Design crank_cam_emulator, sky130hd; sources not shown.
Figure 1. Signal wires by layer.
Scale bar: 20 um.
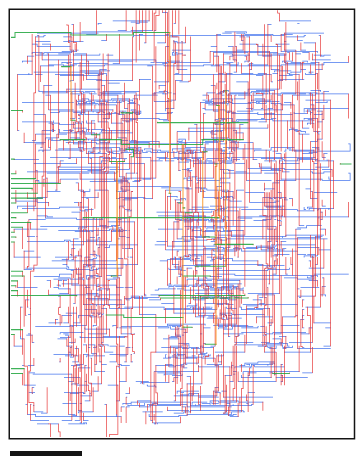
orange -> M4  # wire length 297 um
red -> M2  # wire length 6280 um
blue -> M1  # wire length 5130 um
green -> M3  # wire length 402 um
vias: 3941
final wirelength: 12.1 mm
DR WL/cell: 17.1 um
GRT Total Usage: 22.9%

Figure 2. Cell placement.
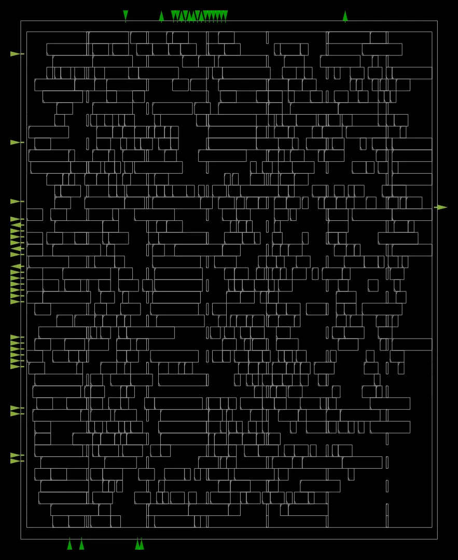
num sequential: 78
fin util: 55.6%
flop share of the area: 35.9%

Figure 3. The metal 4 layer.
Scale bar: 20 um.
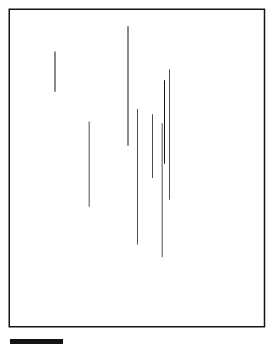
main direction = vertical
longest straight run = 51.0 um

==> metrics.yaml <==
ys.flops: 78
ctsHoldBuffers: 0
cp_data_arrival_time_ns: 3.95
final-hold-violation-count: 0
whs_ns: 0.505
fmax_ghz: 0.250
clk_latency_ns: 0.35
cp_num_cells: 9
tool_warnings: 29
setup_tns_ns: 0
num_antenna_cells: 0
avgSynthCellArea_um2: 9.54
antenna_found_initial: 0
cpPeakStageDelay_ns: 0.64
drtPass1Iterations: 5
die_y_um: 120
synth-edff-count: 36
via_per_inst: 5.57
synthArstFlopShare_pct: 53.8
synth_stat.cells: 544
path_cells: "or4_1 -> nor2_2 -> nand2_1 -> or4_1 -> a211o_1 -> nand2_1 -> and2_2 -> o21a_1 -> buf_4"
overflow: 0
r2r_slack_ns: 1.00
grt_pass1_wl_mm: 19.7
synth_top_cell_by_count: "ha_1"
yosys.area.top_type: "edfxtp_1"
critPathBufInv: 1
synth_seq_share_pct: 41.1
maxCapViolCount: 0
synthToLayoutAreaGrowth_pct: 14.3
maxSlewViolCount: 0
fin_crit_sh_pct: 80.0
critPathMaxFanout: 13
clockRootBuffer: "clkbuf_8"
critical_path_class: "flop to flop"
rows: 42
whs_path_depth: 1
topCellsByArea: "edfxtp_1 (21%), dfrtp_1 (20%), ha_1 (11%), xor2_1 (5.4%), xnor2_1 (4.6%)"
worstMarginPinSlew_ns: 0.551
fin_cells: 707
postRouteAntennaNets: 0
core_um2: 10700
dp_cells: 691
critical_path_required_ns: 4.95
drcViolationCount: 0
cts_tree: "built"
start_kind: "flop"
reg2reg_depth: 9
finalCriticalPeriod_ns: 4.00
ios: 49
drive_gt1_share_pct: 5.39
fp-utilization_pct: 48.7
setup_viol_count_final: 0
synth_cell_types: 58
slew_headroom_pct: 63.2
die_area_um2: 11500
portBuffers: 48
end_kind: "flop"
ys_chip_area_um2: 5190
grt_start_max_net_pins: 43
path_clk_slew_ns: 0.08
final_net_count: 656
yosys-top-cells-count: "ha_1 (46), inv_1 (45), nor2_1 (42), dfrtp_1 (41), edfxtp_1 (36)"
cts_setup_buffers: 0
rsz0062_at_grt: "no"
leakagePower_nw: 2.66
clkSinkCount: 78
power_mw: 1.43
syn_nets: 630
flop_cell: "dfrtp_1"
critPathTopFamily: "simple AND/OR/NAND/NOR gates"
cts_buffers: 9
ctsHtreeMaxLevel: 3
yosys_warnings: 0
power_density_nw_per_um2: 241
gp_congestion: 0.895
grt_pass1_vias: 3943
synth_cells: 544
yosysTopAreaCellShare_pct: 20.8
cp_slowest_cell: "or4_1"
holdCritPathClass: "flop to flop"
clockBufferDepth: 2
dp_hpwl_mm: 9.56
status: "completed"
ir_drop_uv: 189
drt_iter0_drc: 201
die_x_um: 96
ctsResizeCount: 0
synth_area_um2: 5190
[worst register-to-register path: stages (launching register included)]
cell      delay [ns]
edfxtp_1        0.44
or4_1           0.64
nor2_2          0.26
nand2_1         0.14
or4_1           0.48
a211o_1         0.33
nand2_1         0.28
and2_2          0.25
o21a_1          0.46
buf_4           0.31
[stage by stage]
| stage | cell area [um2] | setup WS, ns |
|---|---|---|
| 6_report | 5930 | 1.00 |
| 5_1_grt | 5930 | 0.719 |
| 4_1_cts | 5930 | 1.02 |
| 3_3_place_gp | 5690 | 1.10 |
| 2_1_floorplan | 5190 | 1.15 |
| 3_5_place_dp | 5690 | 1.06 |
[layout by cell type, fill, tap and decap left out, types with 3 or more instances in the layout]
cell	synthesis	routed
dfrtp_1	41	41
o211ai_1	4	4
a21oi_1	15	15
nor2_1	42	42
nand4_1	13	13
and3_1	12	12
nor2b_1	5	5
nor3_1	18	18
o31ai_1	3	3
nand3_1	25	25
or3_1	4	4
a31oi_1	5	5
mux2i_1	3	3
xor2_1	32	32
o21ai_0	9	9
buf_4	0	4
xnor2_1	27	27
a21o_1	16	16
ha_1	46	46
or4_1	6	6
and2_1	8	8
clkdlybuf4s50_1	0	48
edfxtp_1	36	36
nor4_1	16	16
bufinv_16	0	3
clkbuf_8	0	9
inv_1	45	44
nand2_1	33	33
nand2b_1	5	5
[layout make-up]
class | count | area, um2
inverters | 45 | 169
clock buffers | 11 | 139
well taps | 132 | 165
flip-flops and latches | 78 | 2130
clock inverters | 5 | 106
fillers | 967 | 4730
multi-input cells | 384 | 2710
repair buffers | 52 | 510
[power breakdown]
group | internal (mW) | switching, mW | leakage, nW
combinational | 0.0657 | 0.0716 | 1.63
clock | 0.345 | 0.241 | 0.121
sequential | 0.689 | 0.0161 | 0.916
[layer usage]
metal  global-route usage [%]  share of wire [%]  up-vias
met5                        0                  0        -
met4                     7.74                2.5        0
met3                     4.18                3.3       19
met2                     39.1                 52       72
met1                     28.7                 42     1899
li1                         -                  -     1951
[cells by family after synthesis]
logic type | share of synthesized area (%)
muxes | 0.578
AOI/OAI and AO/OA | 9.40
buffers and inverters | 6.68
xor gates and xnor gates | 9.95
and+or+nand+nor | 20.8
DFF | 41.1
adders and majority gates | 11.5
Power figures rest on the tool's default switching activity, not on a simulated workload.
